### Routed metal, one color a layer

(2 px per micron) Only two layers are drawn.
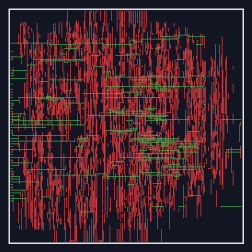
### The metal 2 layer

(4 px per micron)
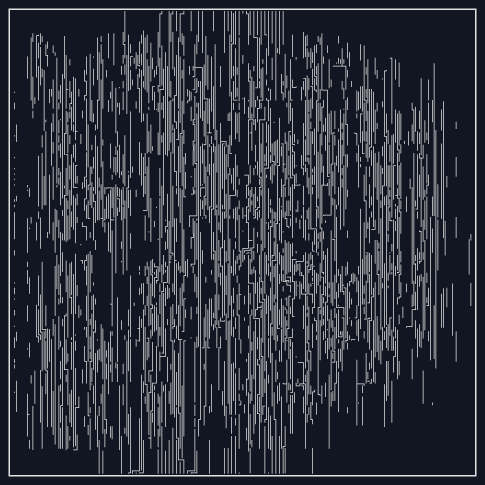
### Cell outlines without signal wires

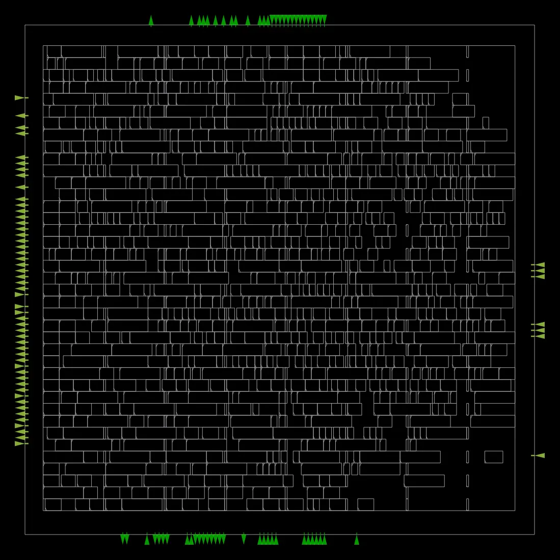
### Pin map

(4 px per micron) Pins as bars across the die edge, other pins in gray.
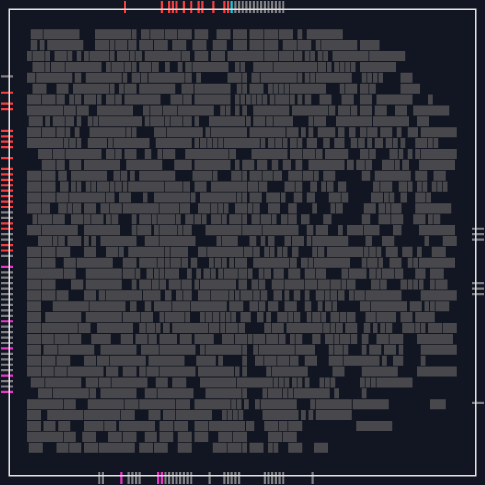
==> src/rtl/instr_mem_loader.sv <==
// Byte-stream loader for the instruction memory: packs 4 bytes little-endian per word and
// writes them from address 0 up, holding the core in reset. Optional macro: LOADER_CHECKSUM_EN.
module instr_mem_loader #(
    parameter int unsigned PC_SIZE  = 32,
    parameter int unsigned MEM_SIZE = 1024
) (
    input  logic               clk,
    input  logic               reset,
    input  logic               start,
    input  logic [PC_SIZE-1:0] word_count,
    input  logic [7:0]         in_data,
    input  logic               in_valid,
    output logic               in_ready,
    output logic               wr_en,
    output logic [PC_SIZE-1:0] wr_address,
    output logic [31:0]        wr_data,
    output logic               cpu_hold,
    output logic               busy,
    output logic               done,
    output logic               error
);

    localparam logic [1:0] StIdle  = 2'd0;
    localparam logic [1:0] StLoad  = 2'd1;
    localparam logic [1:0] StWrite = 2'd2;
    localparam logic [1:0] StDone  = 2'd3;

    localparam logic [PC_SIZE-1:0] LastAddr = PC_SIZE'(MEM_SIZE - 1);

    logic [1:0]         state_q, state_d;
    logic [PC_SIZE-1:0] addr_q, addr_d;
    logic [31:0]        data_q, data_d;
    logic [1:0]         byte_cnt_q, byte_cnt_d;
    logic [PC_SIZE-1:0] words_q, words_d;
    logic [PC_SIZE-1:0] count_q, count_d;
    logic               error_q, error_d;
    // Blocks a start pulse landing on the first edge after reset release.
    logic               arm_q;
`ifdef LOADER_CHECKSUM_EN
    logic [7:0]         xor_q, xor_d;
    logic               chk_q, chk_d;
`endif

    always_comb begin
        state_d    = state_q;
        addr_d     = addr_q;
        data_d     = data_q;
        byte_cnt_d = byte_cnt_q;
        words_d    = words_q;
        count_d    = count_q;
        error_d    = error_q;
`ifdef LOADER_CHECKSUM_EN
        xor_d      = xor_q;
        chk_d      = chk_q;
`endif
        case (state_q)
            StIdle, StDone: begin
                if (start && arm_q) begin
                    count_d    = word_count;
                    addr_d     = '0;
                    words_d    = '0;
                    byte_cnt_d = '0;
                    error_d    = 1'b0;
`ifdef LOADER_CHECKSUM_EN
                    xor_d      = '0;
                    chk_d      = (word_count == '0);
                    state_d    = StLoad;
`else
                    state_d    = (word_count == '0) ? StDone : StLoad;
`endif
                end
            end
            StLoad: begin
                if (in_valid) begin
`ifdef LOADER_CHECKSUM_EN
                    if (chk_q) begin
                        error_d = (in_data != xor_q);
                        chk_d   = 1'b0;
                        state_d = StDone;
                    end else begin
                        xor_d = xor_q ^ in_data;
`endif
                        data_d[{byte_cnt_q, 3'b000} +: 8] = in_data;
                        byte_cnt_d = byte_cnt_q + 2'd1;
                        if (byte_cnt_q == 2'd3) begin
                            state_d = StWrite;
                        end
`ifdef LOADER_CHECKSUM_EN
                    end
`endif
                end
            end
            StWrite: begin
                addr_d  = addr_q + PC_SIZE'(1);
                words_d = words_q + PC_SIZE'(1);
                if (words_d == count_q) begin
`ifdef LOADER_CHECKSUM_EN
                    chk_d   = 1'b1;
                    state_d = StLoad;
`else
                    state_d = StDone;
`endif
                end else if (addr_q == LastAddr) begin
                    // Memory full before the requested count: stop and flag overflow.
                    error_d = 1'b1;
                    state_d = StDone;
                end else begin
                    state_d = StLoad;
                end
            end
            default: state_d = StIdle;
        endcase
    end

    always_ff @(posedge clk or negedge reset) begin
        if (!reset) begin
            state_q    <= StIdle;
            addr_q     <= '0;
            data_q     <= '0;
            byte_cnt_q <= '0;
            words_q    <= '0;
            count_q    <= '0;
            error_q    <= 1'b0;
            arm_q      <= 1'b0;
`ifdef LOADER_CHECKSUM_EN
            xor_q      <= '0;
            chk_q      <= 1'b0;
`endif
        end else begin
            state_q    <= state_d;
            addr_q     <= addr_d;
            data_q     <= data_d;
            byte_cnt_q <= byte_cnt_d;
            words_q    <= words_d;
            count_q    <= count_d;
            error_q    <= error_d;
            arm_q      <= 1'b1;
`ifdef LOADER_CHECKSUM_EN
            xor_q      <= xor_d;
            chk_q      <= chk_d;
`endif
        end
    end

    assign in_ready   = (state_q == StLoad);
    assign wr_en      = (state_q == StWrite);
    assign busy       = (state_q == StLoad) || (state_q == StWrite);
    assign done       = (state_q == StDone);
    assign cpu_hold   = (state_q != StDone);
    assign error      = error_q;
    assign wr_address = addr_q;
    assign wr_data    = data_q;

endmodule

==> config.mk <==
export PLATFORM = sky130hd
export DESIGN_NAME = instr_mem_loader
export DESIGN_NICKNAME = d
export VERILOG_FILES = /design/src/rtl/instr_mem_loader.sv
export SDC_FILE = /design/constraint.sdc
export NUM_CORES = 1
export LEC_CHECK = 0
export CAP_MARGIN = 30
export CORE_MARGIN = 4
export CORE_UTILIZATION = 60
export CTS_BUF_LIST = sky130_fd_sc_hd__clkbuf_4 sky130_fd_sc_hd__clkbuf_8
export CTS_CLUSTER_DIAMETER = 200
export DETAILED_ROUTE_END_ITERATION = 8
export GPL_TIMING_DRIVEN = 0
export HOLD_SLACK_MARGIN = 0.12
export PLACE_DENSITY = 0.88
export SKIP_CTS_REPAIR_TIMING = 1
export SYNTH_ARGS = -nofsm -noshare
export SYNTH_HDL_FRONTEND = slang
export SYNTH_SLANG_ARGS = --single-unit
==> constraint.sdc <==
create_clock -name clk -period 7.6 [get_ports clk]
set_clock_uncertainty 0.05 [all_clocks]
set_input_delay 1.52 -clock clk [delete_from_list [all_inputs] [get_ports clk]]
set_output_delay 1.52 -clock clk [all_outputs]
set_load 0.1 [all_outputs]
==> changes_impl.md <==
## Flow update

- Power, Total: 2.90 mW
- Post-synth seq share: 47.7%
- Total grt overflow: 0
- # IOs: 114
- Final core occ: between 70% and 80%
- Worst Path Required: 6030 ps
- Antenna violations before repair: 0
- Status: complete, no violations
- Synth warn: 0
- Final hold violation count: 0
- Peak VDD IR: roughly 0.36 mV
- Placed insts: 1,028
- Total track usage: 31.6%
- Top-area cell share: roughly 48%
- Tool warnings: 34
- HP Class: flip-flop to flip-flop
- Netlist Area Pre-Place: 7030 sq um
- Setup CP Type: flip-flop to output port
- Die x size: 116 microns
- Mapped Cells: 769
- RSZ-0062 raised after global routing: no
- Final setup fails: 0
- Chip area: around 14,000 sq um
- Crit Path Max Fanout: 8
- Share of cells above drive strength 1: 5.57%
- Final nets: 960
- Root Driver: clkbuf_8
- Max H-tree Level: 4
- R2R depth: 9
Back to the opening pictures, 'Routed metal, one color a layer':
| color | layer | wire length |
|---|---|---|
| red | metal 2 | 9,940 microns |
| green | metal 3 | 1,490 microns |
total vias in the final route: 6,503
Post-Route WL: 20.1 mm
Routed wire per std cell: 19.0 microns

Back to the opening pictures, 'The metal 2 layer':
main direction: vertical
longest straight run: 60.9 microns
share of all routed wire: 50%
wire length on this layer: 9,940 microns
met2 capacity usage during global routing: 51.3%

Back to the opening pictures, 'Cell outlines without signal wires':
core area: 11,400 sq um
non-filler cells in the finished layout: 1,059

Back to the opening pictures, 'Pin map':
| color | port | pins | direction | edge |
|---|---|---|---|---|
| magenta | `in_data` | 8 | input | 5 left, 3 bottom |
| cyan | `error` | 1 | output | top |
| red | `wr_address` | 32 | output | 20 left, 12 top |
IO Port Bufs: 112
Die Y: 116 microns

[cells in the final DEF (no fill, tap or decap), types with 5 or more instances in the layout]
master	synthesis	final
nor2_1	41	41
o31ai_1	18	18
nand4_1	15	15
ha_1	12	12
xnor2_1	35	35
nor4_1	19	18
clkdlybuf4s50_1	0	111
nor4b_1	5	5
dfrtp_1	134	134
a22o_1	36	36
a21oi_1	12	12
o21ai_0	47	47
and3_1	14	14
mux2i_1	6	6
nand3_1	37	37
nand2_1	182	182
xor2_1	37	37
inv_1	15	15
clkinv_4	0	5
nor3_1	13	13
clkbuf_1	27	27
clkbuf_8	0	18
and4_1	8	8
[synth_stat cells, types with 3 or more instances]
cell        n
nand2_1   182
dfrtp_1   134
o21ai_0    47
nor2_1     41
nand3_1    37
xor2_1     37
a22o_1     36
xnor2_1    35
clkbuf_1   27
nor4_1     19
o31ai_1    18
inv_1      15
nand4_1    15
and3_1     14
nor3_1     13
a21oi_1    12
ha_1       12
and4_1      8
mux2i_1     6
nor4b_1     5
and2_1      4
nor2b_1     4
or3_1       4
o41ai_1     3
or2b_1      3
or4_1       3
[worst max-delay path, stage by stage, from the launching register on]
cell,delay (ps)
dfrtp_1,410
inv_1,80
ha_1,280
clkbuf_1,180
inv_1,160
clkdlybuf4s50_1,1180
[worst paths after layout]
check                                         from                         end
setup reg to reg            words_q[7]$_DFFE_PN0P_           error$_DFFE_PN0P_
hold reg to reg            count_q[11]$_DFFE_PN0P_     count_q[11]$_DFFE_PN0P_
hold / removal             count_q[11]$_DFFE_PN0P_     count_q[11]$_DFFE_PN0P_
setup / recovery            state_q[0]$_DFFE_PN0P_                        busy
min in group asynchronous                    reset      count_q[8]$_DFFE_PN0P_
max in group asynchronous                    reset  wr_address[31]$_DFFE_PN0P_
[cell families after synthesis]
| family | after synthesis | share of synthesized area [%] |
|---|---|---|
| AND-OR/OR-AND | 129 | 12.4 |
| XOR/XNOR | 72 | 8.97 |
| flip-flops | 134 | 47.7 |
| multiplexers | 6 | 0.855 |
| adder cells (fa/ha/maj) | 12 | 2.14 |
| AND/OR/NAND/NOR | 370 | 25.3 |
| other | 1 | 0.0534 |
| buffers and inverters | 45 | 2.63 |
[registers in the layout (all words and copies together), names as in the netlist]
signal      count
count_q        32
words_q        32
wr_address     32
wr_data        32
byte_cnt_q      2
state_q         2
arm_q           1
error           1
[where the power goes]
| part | switching, mW | total, mW | internal, mW |
|---|---|---|---|
| Clock | 0.299 | 0.635 | 0.336 |
| Combinational | 0.912 | 1.29 | 0.376 |
| Sequential | 0.129 | 0.980 | 0.850 |
[routing by layer]
metal | share of wire (%) | routed length, microns | track usage, %
met1 | 40 | 8000 | 39.7
met2 | 50 | 9940 | 51.3
met3 | 7.4 | 1490 | 8.19
met4 | 3.2 | 636 | 15.0
met5 | 0 | 0 | 0
[final cells by class]
cell class / instances / area (sq um) / share of cell area [%]
Clock buffer: 18 / 248 / 2.82
Clock inverter: 13 / 173 / 1.96
Buffer: 30 / 129 / 1.46
Timing Repair Buffer: 116 / 1160 / 13.2
Inverter: 15 / 56.3 / 0.640
Multi-Input combinational cell: 590 / 3500 / 39.7
Tap cell: 143 / 179 / 2.03
Sequential cell: 134 / 3350 / 38.1
Power and IR drop assume default switching activity.
